### config.mk
export PLATFORM = sky130hd
export DESIGN_NAME = rf_wb_ctrl
export DESIGN_NICKNAME = d
export VERILOG_FILES = /design/src/rtl/rf_ctrl_pkg.sv /design/src/rtl/rf_wb_arb.sv /design/src/rtl/rf_wb_ctrl.sv
export SDC_FILE = /design/constraint.sdc
export NUM_CORES = 1
export LEC_CHECK = 0
export CORE_MARGIN = 5
export CORE_UTILIZATION = 48
export DETAILED_ROUTE_END_ITERATION = 12
export PLACE_DENSITY = 0.84
export SLEW_MARGIN = 20
export SYNTH_ARGS = -nofsm -noshare
export SYNTH_HDL_FRONTEND = slang
export SYNTH_SLANG_ARGS = --single-unit
export TNS_END_PERCENT = 20
### constraint.sdc
create_clock -name clk_i -period 4.16 [get_ports clk_i]
set_input_delay 0.624 -clock clk_i [delete_from_list [all_inputs] [get_ports clk_i]]
set_output_delay 0.624 -clock clk_i [all_outputs]
set_load 0.1 [all_outputs]
### src/rtl/rf_ctrl_pkg.sv
// Shared types for the register-file write-back controller.
//   REG_ADDR_W    : architectural register address width
//   WB_DATA_MAX_W : width of the data container in wb_req_t. Any XLEN up to
//                   this width fits; the top zero-extends into it and
//                   truncates back out.
//   gnt_e         : arbiter grant outcome
//   wb_req_t      : one write-back request (valid, addr, data)
package rf_ctrl_pkg;

  localparam int REG_ADDR_W    = 5;
  localparam int WB_DATA_MAX_W = 64;

  typedef enum logic [1:0] {
    GNT_NONE,
    GNT_EX,
    GNT_LSU
  } gnt_e;

  typedef struct packed {
    logic                     valid;
    logic [REG_ADDR_W-1:0]    addr;
    logic [WB_DATA_MAX_W-1:0] data;
  } wb_req_t;

endpackage

### src/rtl/rf_wb_arb.sv
// Two-requester write-back arbiter (EX, LSU) feeding one register-file port.
// At most one grant per cycle. The ready outputs are combinational from the
// valid inputs and, in round-robin mode, from the pointer.
//
// Build option RF_WB_RR_EN:
//   defined   : two-way round-robin. A one-bit pointer holds the last winner.
//               On a conflict the other requester wins. The pointer moves only
//               on a grant and resets to favour the LSU.
//   undefined : fixed priority with the LSU first. This mode has no state.
//
// Ports:
//   clk_i, rst_i  : clock, synchronous active-high reset
//   ex_valid_i    : EX request
//   lsu_valid_i   : LSU request
//   ex_ready_o    : EX granted this cycle
//   lsu_ready_o   : LSU granted this cycle
//   gnt_o         : grant outcome (GNT_NONE / GNT_EX / GNT_LSU)
module rf_wb_arb
  import rf_ctrl_pkg::*;
(
  input  logic clk_i,
  input  logic rst_i,
  input  logic ex_valid_i,
  input  logic lsu_valid_i,
  output logic ex_ready_o,
  output logic lsu_ready_o,
  output gnt_e gnt_o
);

  logic lsu_win;
  logic ex_win;

`ifdef RF_WB_RR_EN
  // 1 = the LSU won the most recent grant. The reset value 0 makes the LSU
  // win the first conflict.
  logic last_lsu_q;

  always_comb begin
    lsu_win = lsu_valid_i & (~ex_valid_i | ~last_lsu_q);
    ex_win  = ex_valid_i & ~lsu_win;
  end

  always_ff @(posedge clk_i) begin
    if (rst_i) begin
      last_lsu_q <= 1'b0;
    end else if (lsu_win | ex_win) begin
      last_lsu_q <= lsu_win;
    end
  end
`else
  logic unused_clk_rst;
  assign unused_clk_rst = clk_i ^ rst_i;

  always_comb begin
    lsu_win = lsu_valid_i;
    ex_win  = ex_valid_i & ~lsu_valid_i;
  end
`endif

  assign lsu_ready_o = lsu_win;
  assign ex_ready_o  = ex_win;

  always_comb begin
    gnt_o = GNT_NONE;
    if (lsu_win)     gnt_o = GNT_LSU;
    else if (ex_win) gnt_o = GNT_EX;
  end

endmodule

### src/rtl/rf_wb_ctrl.sv
// Register-file write-back controller and scoreboard.
//
// The block arbitrates the EX and LSU write-back requests onto the single
// register-file write port. It keeps one busy bit per architectural register,
// from issue until the register-file write, and stalls decode on RAW and WAW
// hazards.
//
// Build option RF_WB_RR_EN selects round-robin arbitration. The default is
// fixed priority with the LSU first. See rf_wb_arb.
//
// Parameters:
//   XLEN    : data width, at most WB_DATA_MAX_W
//   REG_NUM : number of architectural registers
//
// Ports:
//   clk_i, rst_i                           : clock, synchronous active-high reset
//   issue_valid_i                          : decode wants to issue this cycle
//   issue_rd_we_i, issue_rd_addr_i         : the issuing instruction's rd
//   rs1/rs2_addr_i, rs1/rs2_used_i         : source registers read by decode
//   stall_o                                : hold decode (RAW or WAW)
//   ex_valid_i/rd_addr_i/rd_data_i, ex_ready_o    : EX write-back handshake
//   lsu_valid_i/rd_addr_i/rd_data_i, lsu_ready_o  : LSU write-back handshake
//   rd_we_o, rd_addr_o, rd_data_o          : registered register-file write port
//   busy_o                                 : scoreboard bits
module rf_wb_ctrl
  import rf_ctrl_pkg::*;
#(
  parameter int XLEN    = 32,
  parameter int REG_NUM = 32
) (
  input  logic                  clk_i,
  input  logic                  rst_i,
  input  logic                  issue_valid_i,
  input  logic                  issue_rd_we_i,
  input  logic [REG_ADDR_W-1:0] issue_rd_addr_i,
  input  logic [REG_ADDR_W-1:0] rs1_addr_i,
  input  logic [REG_ADDR_W-1:0] rs2_addr_i,
  input  logic                  rs1_used_i,
  input  logic                  rs2_used_i,
  output logic                  stall_o,
  input  logic                  ex_valid_i,
  input  logic [REG_ADDR_W-1:0] ex_rd_addr_i,
  input  logic [XLEN-1:0]       ex_rd_data_i,
  output logic                  ex_ready_o,
  input  logic                  lsu_valid_i,
  input  logic [REG_ADDR_W-1:0] lsu_rd_addr_i,
  input  logic [XLEN-1:0]       lsu_rd_data_i,
  output logic                  lsu_ready_o,
  output logic                  rd_we_o,
  output logic [REG_ADDR_W-1:0] rd_addr_o,
  output logic [XLEN-1:0]       rd_data_o,
  output logic [REG_NUM-1:0]    busy_o
);

  gnt_e                  gnt;
  wb_req_t               win_p0;
  logic                  wb_we_p1;
  logic [REG_ADDR_W-1:0] wb_addr_p1;
  logic [XLEN-1:0]       wb_data_p1;
  logic [REG_NUM-1:0]    busy_q;
  logic [REG_NUM-1:0]    busy_d;
  logic                  raw;
  logic                  waw;
  logic                  issue_fire;

  rf_wb_arb u_arb (
    .clk_i       (clk_i),
    .rst_i       (rst_i),
    .ex_valid_i  (ex_valid_i),
    .lsu_valid_i (lsu_valid_i),
    .ex_ready_o  (ex_ready_o),
    .lsu_ready_o (lsu_ready_o),
    .gnt_o       (gnt)
  );

  always_comb begin
    win_p0 = '0;
    unique case (gnt)
      GNT_LSU: begin
        win_p0.valid = 1'b1;
        win_p0.addr  = lsu_rd_addr_i;
        win_p0.data  = WB_DATA_MAX_W'(lsu_rd_data_i);
      end
      GNT_EX: begin
        win_p0.valid = 1'b1;
        win_p0.addr  = ex_rd_addr_i;
        win_p0.data  = WB_DATA_MAX_W'(ex_rd_data_i);
      end
      default: ;
    endcase
  end

  // ---- p0 -> p1: register-file write port ----
  // A grant to x0 still consumes the request. The write enable stays low, so
  // the write is dropped.
  always_ff @(posedge clk_i) begin
    if (rst_i) begin
      wb_we_p1   <= 1'b0;
      wb_addr_p1 <= '0;
      wb_data_p1 <= '0;
    end else if (win_p0.valid) begin
      wb_we_p1   <= (win_p0.addr != '0);
      wb_addr_p1 <= win_p0.addr;
      wb_data_p1 <= win_p0.data[XLEN-1:0];
    end else begin
      wb_we_p1   <= 1'b0;
    end
  end

  // Every hazard term reads the registered busy bits. A register stays busy
  // through the cycle in which the register file writes it, so a dependent
  // read never needs a bypass path.
  always_comb begin
    raw        = (rs1_used_i & busy_q[rs1_addr_i]) | (rs2_used_i & busy_q[rs2_addr_i]);
    waw        = issue_rd_we_i & busy_q[issue_rd_addr_i];
    stall_o    = issue_valid_i & (raw | waw);
    issue_fire = issue_valid_i & ~stall_o & issue_rd_we_i & (issue_rd_addr_i != '0);
  end

  // The set is applied after the clear, so a new issue to the register being
  // written keeps that register busy.
  always_comb begin
    busy_d = busy_q;
    if (wb_we_p1)   busy_d[wb_addr_p1]      = 1'b0;
    if (issue_fire) busy_d[issue_rd_addr_i] = 1'b1;
    busy_d[0] = 1'b0;
  end

  always_ff @(posedge clk_i) begin
    if (rst_i) busy_q <= '0;
    else       busy_q <= busy_d;
  end

  assign rd_we_o   = wb_we_p1;
  assign rd_addr_o = wb_addr_p1;
  assign rd_data_o = wb_data_p1;
  assign busy_o    = busy_q;

endmodule

### Routing congestion map, run 1

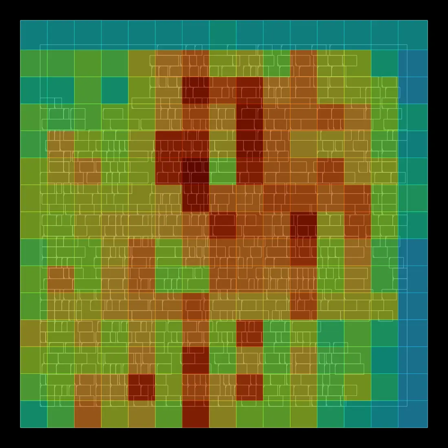
final design utilization: 0.703
M2 GR Usage: 0.449
grt met1 use: 0.325

### The metal 3 layer, run 1

Drawn at 3 px/um.
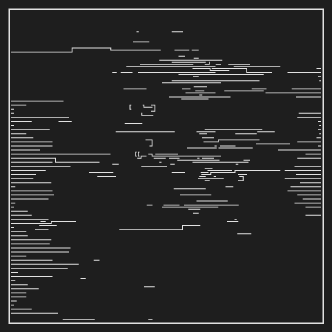
longest straight run = 32.9 um
main direction = horizontal
share of all routed wire = 11%
wire length on this layer = 1590 um
nets with wire on the layer = 154
met3 Usage GRT: 0.0981
Routed WL: 14.9 mm
Via Count: 4569

==> deck_impl_summary.md, run 1 <==
Key Metrics from the Run

Outcome
  – Status: finished clean

Floorplan
  – Initial Utilization: 0.490
  – I/O Pins: 170

Yosys
  – Ys cells: 506
  – Yosys warning total: 0
  – Ys async rst share: 0
  – Number of synthesized register bits: 69
  – Cells after synthesis: 506
  – Count of library flops with an enable pin: 0
  – AO/OA Area Share: 0.126

Clocking
  – Clock sink count: 69
  – Postcts setup bufs: 0
  – Worst skew pair latency: 0.35 ns
  – CTS resizes: 0

Timing
  – Final period util: 0.878
  – Final setup TNS: 0 ns
  – Slew @ Worst Pin: 1.05 ns
  – RSZ-0062 raised after global routing: false

Finish
  – Fin nets: 737
  – Most frequent cells in the layout: clkdlybuf4s50_1 (163), nor2_1 (78), dfxtp_1 (69), mux2i_1 (50), a21oi_1 (39)
  – Antenna Cells: 0

Run
  – Tool Warnings: 26

Critical path
  – Max FO, Critical Path: 15
  – Cell Chain, Critical Path: clkdlybuf4s50_1 -> mux4_2 -> nor2b_1 -> or4_1 -> and4_1 -> nor2b_1 -> o21a_1 -> buf_12
  – Crit path launch: issue_rd_addr_i[0]
  – Setup slack, reg-to-reg: 2.03 ns
  – CP Capture Type: output pin

GRT
  – Largest net degree at the start of global routing: 78
  – Antenna violations before repair: 0

Route
  – Initial DRC Count: 440

Worst hold path
  – Worst hold start: busy_o[9]
### Selected gate families, run 1

Drawn at 4 px/um.
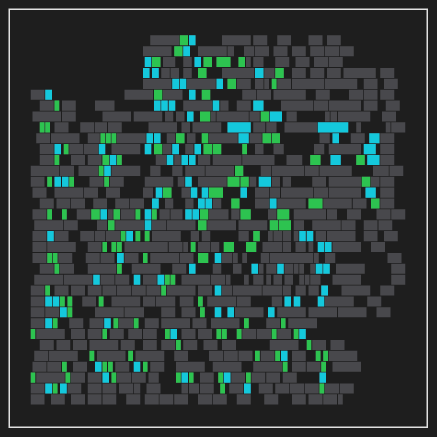
cyan -> aoi and oai cells  # cells 98
green -> nor cells  # cells 123

==> run 1: logic make-up after synthesis <==
family / count (synthesis)
buffers and inverters: 54
flip-flops: 69
other: 1
multiplexers: 70
AND/OR/NAND/NOR: 213
AND-OR/OR-AND: 99
==> run 1: per-stage QoR <==
| stage | std cells | power, W | instance area (um^2) | hold slack, ns | utilization |
|---|---|---|---|---|---|
| final | 753 | 0.00190 | 6100 | 0.565 | 0.703 |
| after global routing | 753 | 0.00196 | 6100 | 0.579 | 0.703 |
| after CTS | 753 | 0.00190 | 6100 | 0.565 | 0.703 |
| after detailed placement | 737 | 0.00127 | 5880 | 0.545 | 0.677 |
| after global placement | 737 | 0.00126 | 5870 | 0.542 | 0.676 |
| after floorplan | 506 | 0.00109 | 4250 | 0.767 | - |
==> run 1: metal layers <==
| metal | routed length, um | GRT usage | part of all wire | vias to the layer above |
|---|---|---|---|---|
| li1 | - | - | - | 2106 |
| met1 | 5730 | 0.325 | 0.38 | 2139 |
| met2 | 7260 | 0.449 | 0.49 | 291 |
| met3 | 1590 | 0.0981 | 0.11 | 33 |
| met4 | 359 | 0.0833 | 0.024 | 0 |
| met5 | 0 | 0 | 0 | - |
==> run 1: power breakdown <==
part	switching (W)	internal, W	leakage, nW	total (W)
Combinational	0.000362	0.000194	1.56	0.000556
Clock	0.000284	0.000346	0.115	0.000630
Sequential	0.0000236	0.000686	0.565	0.000709
==> run 1: layout make-up <==
type	count	area (um^2)
multi-input combinational	383	2630
fill	657	2570
timing repair buffer	175	1730
sequential	69	1380
tap	108	135
clock buffer	9	124
clock inverter	7	104
inverter	2	7.51
==> run 1: registers in the layout (all words and copies together) (netlist names) <==
register and flops:
rd_data_o 32, busy_o 31, rd_addr_o 5, rd_we_o 1
==> inputs of run 2 (changes only) <==
--- a/config.mk
+++ b/config.mk
@@ -6,9 +6,10 @@
 export NUM_CORES = 1
 export LEC_CHECK = 0
 export CORE_MARGIN = 5
-export CORE_UTILIZATION = 48
+export CORE_UTILIZATION = 65
 export DETAILED_ROUTE_END_ITERATION = 12
-export PLACE_DENSITY = 0.84
+export DONT_BUFFER_PORTS = 1
+export PLACE_DENSITY = 0.78
 export SLEW_MARGIN = 20
 export SYNTH_ARGS = -nofsm -noshare
 export SYNTH_HDL_FRONTEND = slang
==> deck_impl_summary.md, run 2 <==
Key Metrics from the Run

Clocking
  – Worst skew pair latency: 0.34 ns (was 0.35 ns)
  – CTS resizes: 0 (unchanged)

Route
  – DR top layer: met4 (unchanged)
  – Metal3 WL: 1.44 mm (was 1.59 mm)
  – Met2 WL post-DR: 6.02 mm (was 7.26 mm)

Finish
  – Max reg flops: 32 (unchanged)
  – Most frequent cells in the layout: nor2_1 (78), dfxtp_1 (67), mux2i_1 (50), a21oi_1 (39) (was clkdlybuf4s50_1 (163), nor2_1 (78), dfxtp_1 (69), mux2i_1 (50), a21oi_1 (39))

Yosys
  – Ys cells: 506 (unchanged)
  – Cells after synthesis: 506 (unchanged)
  – Count of library flops with an enable pin: 0 (unchanged)

Critical path
  – Cell Chain, Critical Path: mux4_2 -> mux2i_1 -> nand3_1 -> o211ai_1 -> o31ai_4 -> o21a_1 -> buf_4 (was clkdlybuf4s50_1 -> mux4_2 -> nor2b_1 -> or4_1 -> and4_1 -> nor2b_1 -> o21a_1 -> buf_12)
  – CP Capture Type: output pin (unchanged)
  – Max FO, Critical Path: 5 (was 15)

Floorplan
  – I/O Pins: 170 (unchanged)

Placement
  – Placed Area: 4340 um^2 (was 5880 um^2)

Timing
  – Final period util: 0.820 (was 0.878)
  – Final setup TNS: 0 ns (unchanged)

GRT
  – Antenna violations before repair: 0 (unchanged)

Power and ir drop
  – Sw frac: 0.324 (was 0.353)
  – Total power: 0.00174 W (was 0.00190 W)
  – Comb pwr share: 0.111 (was 0.293)

Outcome
  – Status: finished clean (unchanged)

Run
  – Tool Warnings: 26 (unchanged)
[run 2: cell counts after synthesis]
No cell type changed its count.
[run 2: logic make-up after synthesis]
family          share of synthesized area
other cells                      0.000882
simple gates                        0.268
mux                                 0.218
buf+inv                            0.0626
flops                               0.325
compound gates                      0.126
[run 2: layer usage]
| metal | global-route usage | up-vias |
|---|---|---|
| met4 | 0.108 | 0 |
| met2 | 0.466 | 255 |
| li1 | - | 1811 |
| met5 | 0 | - |
| met3 | 0.0983 | 25 |
| met1 | 0.347 | 1724 |
[run 2: area by class of cell]
type                    count  area, um^2
well taps                  77        96.3
clock buffers              10         138
clock inverters             6         109
inverters                   2        7.51
multi-input cells         383        2630
fillers                   479        1750
flip-flops and latches     69        1380
repair buffers             31         233
[run 2: worst paths after layout]
kind	startpoint	endpoint	slack [ns]	depth (start not counted)
max reg2reg	busy_o[26]	busy_o[1]	1.51	7
min	rst_i	rd_data_o[22]	0.36	1
min reg2reg	busy_o[18]	busy_o[18]	0.50	2
max	busy_o[26]	stall_o	0.75	7
[run 2: stage by stage]
stage	setup WS (ns)	util	hold WS [ns]	std cells
5_1_grt	0.607	0.724	0.329	578
2_1_floorplan	0.511	-	0.767	506
3_3_place_gp	1.09	0.683	0.464	562
4_1_cts	0.722	0.722	0.342	578
3_5_place_dp	1.07	0.683	0.480	562
6_report	0.750	0.724	0.362	578
[run 2: power groups by stage]
stage | logic (W) | registers (W) | clock network (W)
after floorplan | 0.000195 | 0.000900 | 0
after global placement | 0.000185 | 0.000885 | 0
after detailed placement | 0.000190 | 0.000885 | 0
after CTS | 0.000191 | 0.000871 | 0.000680
after global routing | 0.000210 | 0.000874 | 0.000711
final | 0.000193 | 0.000871 | 0.000678
### Cells by drive strength, run 2

Drawn at 4 px/um.
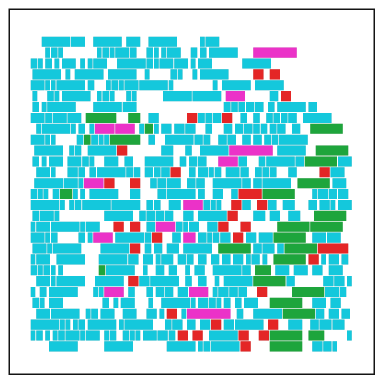
magenta -> x6 and larger  # cells 14
cyan -> x1 and smaller  # cells 427
red -> x3 and x4  # cells 33
green -> x2  # cells 27
Non-clk bufs: 31
final worst slack: 0.750 ns
final instance area: 4600 um^2

### Routing congestion map, run 2

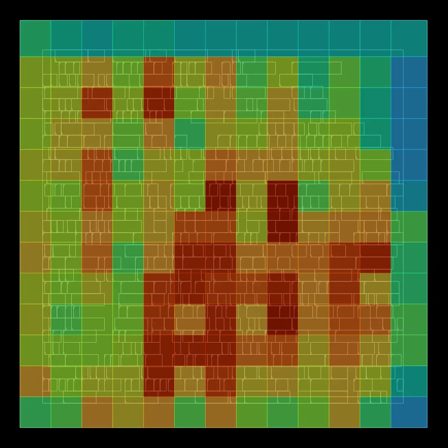
Wirelength per Cell: 21.2 um
M2 GR Usage: 0.466
grt met1 use: 0.347
met3 Usage GRT: 0.0983

==> inputs of run 3 (changes only) <==
--- a/config.mk
+++ b/config.mk
@@ -6,10 +6,10 @@
 export NUM_CORES = 1
 export LEC_CHECK = 0
 export CORE_MARGIN = 5
-export CORE_UTILIZATION = 65
+export CORE_UTILIZATION = 58
 export DETAILED_ROUTE_END_ITERATION = 12
 export DONT_BUFFER_PORTS = 1
-export PLACE_DENSITY = 0.78
+export PLACE_DENSITY = 0.73
 export SLEW_MARGIN = 20
 export SYNTH_ARGS = -nofsm -noshare
 export SYNTH_HDL_FRONTEND = slang
==> constraint.sdc (replaced) <==
create_clock -name clk_i -period 2.9 [get_ports clk_i]
set_input_delay 0.435 -clock clk_i [delete_from_list [all_inputs] [get_ports clk_i]]
set_output_delay 0.435 -clock clk_i [all_outputs]
set_load 0.1 [all_outputs]
### The metal 3 layer, run 3

Drawn at 3 px/um.
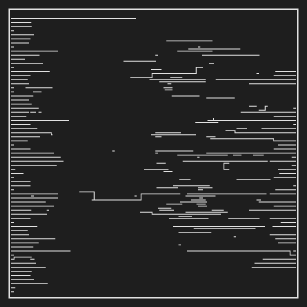
longest straight run = 41.4 um
wire length on this layer = 1560 um
share of all routed wire = 13%
main direction = horizontal
nets with wire on the layer = 147

==> deck_impl_summary.md, run 3 <==
Key Metrics from the Run

GRT
  – M2 GR Usage: 0.423 (was 0.466)
  – Gr busiest metal: met2 (unchanged)
  – Antenna violations before repair: 0 (unchanged)
  – Largest net degree at the start of global routing: 79 (unchanged)

Clocking
  – CTS resizes: 0 (unchanged)
  – Clock sink count: 69 (unchanged)
  – Postcts setup bufs: 0 (unchanged)

Route
  – Routed WL: 12.4 mm (was 12.3 mm)
  – Initial DRC Count: 373 (was 433)
  – Met1 wire length: 4.72 mm (was 4.59 mm)
  – Via Count: 3901 (was 3815)
  – Met2 WL post-DR: 5.69 mm (was 6.02 mm)
  – Wirelength per Cell: 20.3 um (was 21.2 um)

Yosys
  – Ys cells: 506 (unchanged)
  – Count of library flops with an enable pin: 0 (unchanged)
  – Yosys warning total: 0 (unchanged)

Critical path
  – CP Capture Type: output pin (unchanged)
  – Reg2reg start: busy_o[27] (was busy_o[26])
  – R2R depth: 7 (unchanged)
  – Cell Chain, Critical Path: mux4_2 -> mux2i_1 -> mux2i_1 -> o211ai_1 -> o31ai_4 -> o21a_2 -> buf_12 (was mux4_2 -> mux2i_1 -> nand3_1 -> o211ai_1 -> o31ai_4 -> o21a_1 -> buf_4)

Worst hold path
  – Hold Path End: rd_data_o[17] (was rd_data_o[22])
  – WHS Path Cells: 1 (unchanged)
  – Worst hold start: rst_i (unchanged)

Floorplan
  – Initial Utilization: 0.590 (was 0.670)

Outcome
  – Status: finished clean (unchanged)

Finish
  – Max reg flops: 32 (unchanged)
  – Most frequent cells in the layout: nor2_1 (78), mux2i_1 (50), buf_4 (41), a21oi_1 (39), dfxtp_1 (38) (was nor2_1 (78), dfxtp_1 (67), mux2i_1 (50), a21oi_1 (39))

Timing
  – Final period util: 0.907
  – Final setup TNS: 0 ns (unchanged)

Power and ir drop
  – Total power: 0.00227 W (was 0.00174 W)
### Cells by drive strength, run 3

Drawn at 4 px/um.
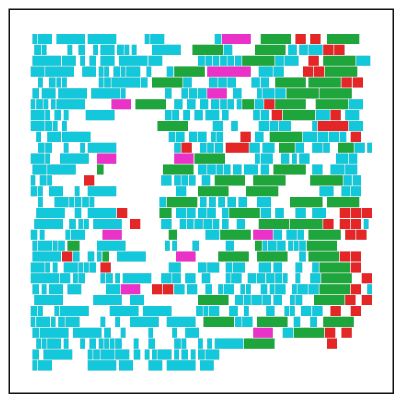
P&R area growth vs syn: 10.2%
final instance area: 4690 um^2
final worst slack: 0.270 ns
Non-clk bufs: 42

-- run 3: cell count changes in the layout (fill, tap and decap cells not counted), sizes merged --
cell / previous run / this run
clkinvlp: 0 / 1
bufinv: 3 / 1
inv: 3 / 2
clkinv: 2 / 3
buf: 31 / 42
-- run 3: through the flow --
stage               cell area, um^2  hold slack [ns]  worst slack (ns)  utilization  instances
finish                         4690            0.196             0.270        0.650        610
global route                   4690            0.159             0.200        0.650        610
CTS                            4680            0.146             0.253        0.649        610
detailed placement             4500            0.519             0.502        0.624        595
global placement               4500            0.508             0.567        0.624        595
floorplan                      4290            0.578            0.0913            -        506
-- run 3: power breakdown --
part           switching (W)  internal (W)
logic               0.000190      0.000119
clock network       0.000345      0.000388
registers           0.000243      0.000984
-- run 3: cell type report --
class	instances	area [um^2]
repair buffers	42	328
inverters	2	7.51
flip-flops and latches	69	1420
multi-input cells	383	2630
well taps	99	124
clock buffers	10	128
clock inverters	5	52.6
fillers	620	2520
-- run 3: cell families (layout without fill, tap and decap cells) --
kind of cell / Yosys count / after routing / synth area share
and+or+nand+nor: 213 / 213 / 0.268
other: 1 / 1 / 0.000882
DFF: 69 / 69 / 0.325
muxes: 70 / 70 / 0.218
AOI/OAI and AO/OA: 99 / 99 / 0.126
buffers and inverters: 54 / 59 / 0.0626
-- run 3: worst max path at each step --
stage                   from      end  slack [ns]  depth (start not counted)
6_report          busy_o[27]  stall_o        0.27                          7
5_1_grt           busy_o[27]  stall_o        0.20                          7
4_1_cts           busy_o[27]  stall_o        0.25                          7
3_5_place_dp   rs2_addr_i[0]  stall_o        0.50                          7
3_3_place_gp   rs2_addr_i[0]  stall_o        0.57                          7
2_1_floorplan     busy_o[17]  stall_o        0.09                          7
No activity file was given, so power comes from the tool's default toggle rates.
